==> src/rtl/axi_lite_pkg.sv <==
// Shared types for the AXI-Lite memory arbiter: response codes and sequencer states.
package axi_lite_pkg;

  typedef enum logic [1:0] {
    OKAY   = 2'b00,
    EXOKAY = 2'b01,
    SLVERR = 2'b10,
    DECERR = 2'b11
  } resp_t;

  typedef enum logic [2:0] {
    IDLE,
    RD_ADDR,
    RD_DATA,
    WR_REQ,
    WR_RESP,
    DONE
  } arb_state_t;

endpackage

==> src/rtl/rr_arb2.sv <==
// Two-way round-robin picker, purely combinational; ptr names the port that wins a tie.
// Returns a one-hot grant, or 00 when nothing is requested.
module rr_arb2 (
  input  logic [1:0] req,
  input  logic       ptr,
  output logic [1:0] grant
);

  always_comb begin
    grant = 2'b00;
    if (ptr) begin
      if (req[1])      grant = 2'b10;
      else if (req[0]) grant = 2'b01;
    end else begin
      if (req[0])      grant = 2'b01;
      else if (req[1]) grant = 2'b10;
    end
  end

endmodule

==> src/rtl/axi_lite_mem_arbiter.sv <==
// Shares one AXI-Lite slave between two word requesters; done 3 cycles after grant with a zero-wait slave.
// AXI valids hold until handshake; requesters hold req until their one-cycle done pulse.
module axi_lite_mem_arbiter
  import axi_lite_pkg::*;
#(
  parameter int ADDR_W = 32,
  parameter int DATA_W = 32
) (
  input  logic                  aclk,
  input  logic                  aresetn,
  input  logic                  r0_req,
  input  logic                  r0_we,
  input  logic [ADDR_W-1:0]     r0_addr,
  input  logic [DATA_W-1:0]     r0_wdata,
  input  logic [DATA_W/8-1:0]   r0_wstrb,
  output logic                  r0_done,
  output logic [DATA_W-1:0]     r0_rdata,
  output logic                  r0_err,
  input  logic                  r1_req,
  input  logic                  r1_we,
  input  logic [ADDR_W-1:0]     r1_addr,
  input  logic [DATA_W-1:0]     r1_wdata,
  input  logic [DATA_W/8-1:0]   r1_wstrb,
  output logic                  r1_done,
  output logic [DATA_W-1:0]     r1_rdata,
  output logic                  r1_err,
  output logic [1:0]            gnt,
  output logic [ADDR_W-1:0]     araddr,
  output logic                  arvalid,
  input  logic                  arready,
  input  logic [DATA_W-1:0]     rdata,
  input  logic [1:0]            rresp,
  input  logic                  rvalid,
  output logic                  rready,
  output logic [ADDR_W-1:0]     awaddr,
  output logic                  awvalid,
  input  logic                  awready,
  output logic [DATA_W-1:0]     wdata,
  output logic [DATA_W/8-1:0]   wstrb,
  output logic                  wvalid,
  input  logic                  wready,
  input  logic [1:0]            bresp,
  input  logic                  bvalid,
  output logic                  bready
);

  localparam int STRB_W = DATA_W / 8;

  arb_state_t          state, state_nxt;
  logic [1:0]          pick;
  logic                ptr;
  logic                owner;
  logic                aw_done, w_done;
  logic                aw_hs, w_hs;
  logic                pick_we;
  logic [ADDR_W-1:0]   pick_addr;
  logic [DATA_W-1:0]   pick_wdata;
  logic [STRB_W-1:0]   pick_wstrb;
  logic                fin;
  logic                fin_err;
  logic [DATA_W-1:0]   fin_data;

  rr_arb2 u_arb (
    .req   ({r1_req, r0_req}),
    .ptr   (ptr),
    .grant (pick)
  );

  assign aw_hs = awvalid && awready;
  assign w_hs  = wvalid && wready;

  always_comb begin
    pick_we    = r0_we;
    pick_addr  = r0_addr;
    pick_wdata = r0_wdata;
    pick_wstrb = r0_wstrb;
    if (pick[1]) begin
      pick_we    = r1_we;
      pick_addr  = r1_addr;
      pick_wdata = r1_wdata;
      pick_wstrb = r1_wstrb;
    end
  end

  // Reads return slave data; writes report zero data so a stale read never looks fresh.
  always_comb begin
    fin      = 1'b0;
    fin_err  = 1'b0;
    fin_data = '0;
    if (state == RD_DATA && rvalid) begin
      fin      = 1'b1;
      fin_err  = resp_t'(rresp) != OKAY;
      fin_data = rdata;
    end else if (state == WR_RESP && bvalid) begin
      fin      = 1'b1;
      fin_err  = resp_t'(bresp) != OKAY;
    end
  end

  always_comb begin
    state_nxt = state;
    case (state)
      IDLE:    if (|pick) state_nxt = pick_we ? WR_REQ : RD_ADDR;
      RD_ADDR: if (arvalid && arready) state_nxt = RD_DATA;
      RD_DATA: if (rvalid) state_nxt = DONE;
      WR_REQ:  if ((aw_done || aw_hs) && (w_done || w_hs)) state_nxt = WR_RESP;
      WR_RESP: if (bvalid) state_nxt = DONE;
      DONE:    state_nxt = IDLE;
      default: state_nxt = IDLE;
    endcase
  end

  always_ff @(posedge aclk or negedge aresetn) begin
    if (!aresetn) state <= IDLE;
    else          state <= state_nxt;
  end

  always_ff @(posedge aclk or negedge aresetn) begin
    if (!aresetn) begin
      gnt      <= '0;
      ptr      <= 1'b0;
      owner    <= 1'b0;
      araddr   <= '0;
      arvalid  <= 1'b0;
      rready   <= 1'b0;
      awaddr   <= '0;
      awvalid  <= 1'b0;
      wdata    <= '0;
      wstrb    <= '0;
      wvalid   <= 1'b0;
      bready   <= 1'b0;
      aw_done  <= 1'b0;
      w_done   <= 1'b0;
      r0_done  <= 1'b0;
      r0_rdata <= '0;
      r0_err   <= 1'b0;
      r1_done  <= 1'b0;
      r1_rdata <= '0;
      r1_err   <= 1'b0;
    end else begin
      r0_done <= 1'b0;
      r1_done <= 1'b0;
      case (state)
        IDLE: if (|pick) begin
          gnt   <= pick;
          owner <= pick[1];
          if (pick_we) begin
            awaddr  <= pick_addr;
            wdata   <= pick_wdata;
            wstrb   <= pick_wstrb;
            awvalid <= 1'b1;
            wvalid  <= 1'b1;
            aw_done <= 1'b0;
            w_done  <= 1'b0;
          end else begin
            araddr  <= pick_addr;
            arvalid <= 1'b1;
          end
        end
        RD_ADDR: if (arvalid && arready) begin
          arvalid <= 1'b0;
          rready  <= 1'b1;
        end
        RD_DATA: if (rvalid) rready <= 1'b0;
        WR_REQ: begin
          // AW and W retire independently; either order or both together is fine.
          if (aw_hs) begin
            awvalid <= 1'b0;
            aw_done <= 1'b1;
          end
          if (w_hs) begin
            wvalid <= 1'b0;
            w_done <= 1'b1;
          end
          if (state_nxt == WR_RESP) bready <= 1'b1;
        end
        WR_RESP: if (bvalid) bready <= 1'b0;
        DONE: begin
          gnt <= '0;
          ptr <= ~owner;
        end
        default: ;
      endcase
      if (fin) begin
        if (owner) begin
          r1_done  <= 1'b1;
          r1_rdata <= fin_data;
          r1_err   <= fin_err;
        end else begin
          r0_done  <= 1'b1;
          r0_rdata <= fin_data;
          r0_err   <= fin_err;
        end
      end
    end
  end

endmodule
==> config.mk <==
export PLATFORM = sky130hd
export DESIGN_NAME = axi_lite_mem_arbiter
export DESIGN_NICKNAME = d
export VERILOG_FILES = /design/src/rtl/axi_lite_pkg.sv /design/src/rtl/rr_arb2.sv /design/src/rtl/axi_lite_mem_arbiter.sv
export SDC_FILE = /design/constraint.sdc
export NUM_CORES = 1
export LEC_CHECK = 0
export CAP_MARGIN = 15
export CORE_MARGIN = 2
export CORE_UTILIZATION = 38
export CTS_BUF_LIST = sky130_fd_sc_hd__clkbuf_16
export CTS_CLUSTER_SIZE = 24
export DETAILED_ROUTE_END_ITERATION = 6
export PLACE_DENSITY = 0.77
export SLEW_MARGIN = 20
export SYNTH_ARGS = -nofsm -noshare
export SYNTH_HDL_FRONTEND = slang
export SYNTH_SLANG_ARGS = --single-unit
==> constraint.sdc <==
create_clock -name aclk -period 1.8 [get_ports aclk]
set_input_delay 0.36 -clock aclk [delete_from_list [all_inputs] [get_ports aclk]]
set_output_delay 0.36 -clock aclk [all_outputs]
set_load 0.02 [all_outputs]
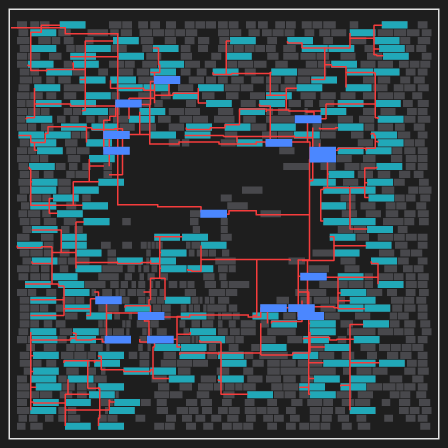
clock_map.png
- flip-flops: cyan (count 182)
- cells driving clock nets: blue (count 17)
- clock wires: red (length 2260 um)
- routed clock nets: 18
worst skew pair latency: 420 ps
clk_skew: 9.35 ps
clock-net power: 3.66 mW

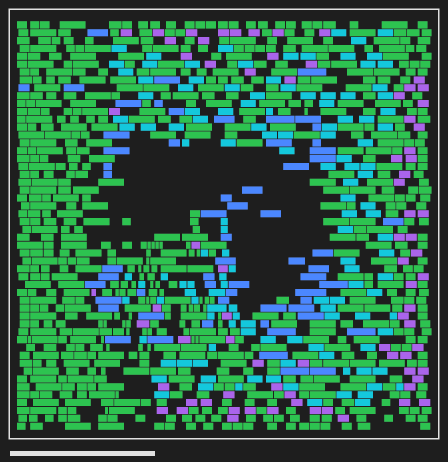
drive_strength.png
Bar = 50 um.
- drive 2: purple (cells 76; share 8.1%)
- drive 3 to 4: cyan (cells 130; share 14%)
- drive 1 or less: green (cells 671; share 72%)
- drive 6 and up: blue (cells 61; share 6.5%)
Finished Cell Area: 13400 um2
Syn-to-layout area delta: 70.8%
Non-clock buffers: 415
post-route setup slack: -211 ps

==> impl_metrics.ini <==
; flow metrics
[outcome]
status = complete, but fails checks
violations = setup timing

[power]
maxPowerGroup = combinational logic
combPwrFrac = 0.533
seq-power_mw = 7.36
power.density_nw_per_um2 = 1760
swShare = 0.363
pwr-share-seq = 0.312
p_leak_nw = 7.06
p_sw_mw = 8.56
p_clk_frac = 0.155

[setup_path]
ff2ff_path_depth = 7
cp.arrival_ps = 2320
startpoint_type = flop
crit_path_cell_trace = or3_4 -> o21bai_4 -> buf_6 -> a21oi_4 -> buf_6 -> buf_12 -> mux2_4
crit_required_ps = 2110
r2r_start = state[2]
worstSetupEndpointType = flop
cp_top_family = buffers and inverters
crit_path_start = state[2]
slowest_stage = or3_4

[routing]
antenna_left = 0
drc = 0
route.met3.wl_um = 2210
wl_met1_um = 9750
dr.pass1.iters = 6
avgRoutedWirePerCell_um = 20.1

[global_route]
grt_usage = 0.216
antenna_found_initial = 0
overflow = 0
grt_max_degree = 45
grt_pass1_vias = 6479

[yosys]
yosys-mux-area-fraction = 0.254
avgSynthCellArea_um2 = 14.9
synth.area.top_cells = dfrtp_1 58%, mux2_2 19%, a22o_1 7.1%
simple_gate_share = 0.0275
fp_nets = 712
ys_sh_aoi = 0.101
xor_share = 0
synth-area-yosys_um2 = 7870
synth_cell_type_count = 41
yosys_warnings = 0
syn-cell-area_um2 = 7870
synthTopLogicFamily = multiplexers
top_area_cell = dfrtp_1
ys_cells = 529
ys_seq_frac = 0.579

[finish]
mi_logic_area_um2 = 3300
final_cell_count_no_fill = 1208
layout_top_cell = clkdlybuf4s50_1
fin_nets = 1108

[final_timing]
finalSetupViolCount = 104
fin_crit_sh = 1.12
hold_viol = 0
fin_tns_setup_ps = -17050
slew_headroom = 0.720
worst_slew_pin_slew_ps = 419
rsz0062_at_grt = true
finalMaxSlewViolations = 0
layout_min_cycle_time_ps = 2010
setup_ws_ps = -211
clock.fmax_mhz = 497

[floorplan]
ioPinCount = 358
num_rows = 52
die_w_um = 148
fp_util = 0.388
dieArea_um2 = 21900
core_um2 = 20300

[clocking]
root_buffer = clkbuf_16
clk_pin_slew_ps = 70
cts_tree = done
hold_buffers = 1
post_cts_buffers = 11
h-tree-depth = 4
cts_sinks = 182

[place]
pre_cts_ws_ps = -409

[run]
drv_cap = 0
warnings = 29

[hold_path]
hp-class = in -> async
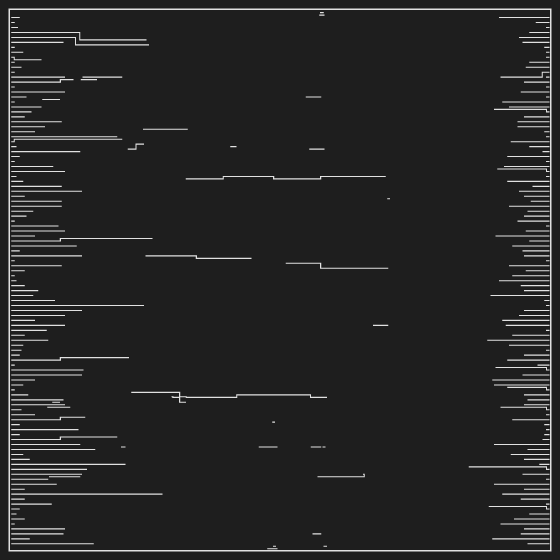
met3.png
- nets with wire on the layer: 228
- wire length on this layer: 2210 um
- longest straight run: 41.2 um
- share of all routed wire: 9.1%
- main direction: horizontal
Routed WL: 24300 um
met3 Usage GRT: 0.0867

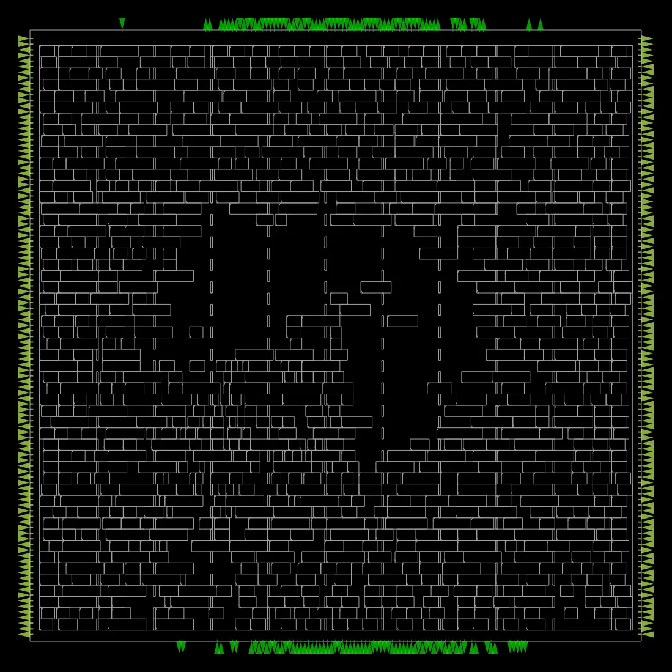
final_placement.png
final core utilization: 0.662
registers: 182

## per-layer routing
metal | track usage | vias to the layer above
li1 | - | 2745
met1 | 0.262 | 3034
met2 | 0.364 | 257
met3 | 0.0867 | 19
met4 | 0.0510 | 0
met5 | 0 | -
## area by class of cell
| cell class | count | area share |
|---|---|---|
| Multi-Input combinational cell | 304 | 0.245 |
| Timing Repair Buffer | 415 | 0.347 |
| Clock buffer | 17 | 0.0316 |
| Sequential cell | 182 | 0.339 |
| Inverter | 5 | 0.00140 |
| Clock inverter | 15 | 0.0109 |
| Tap cell | 270 | 0.0251 |
## worst max-delay path by stage
stage	end	cells past startpoint
after floorplan	araddr[10]	6
after global placement	wdata[0]	6
after detailed placement	wdata[15]	6
after CTS	awaddr[18]	7
after global routing	wstrb[2]	7
final	wdata[28]	7
Power and IR drop assume default switching activity.
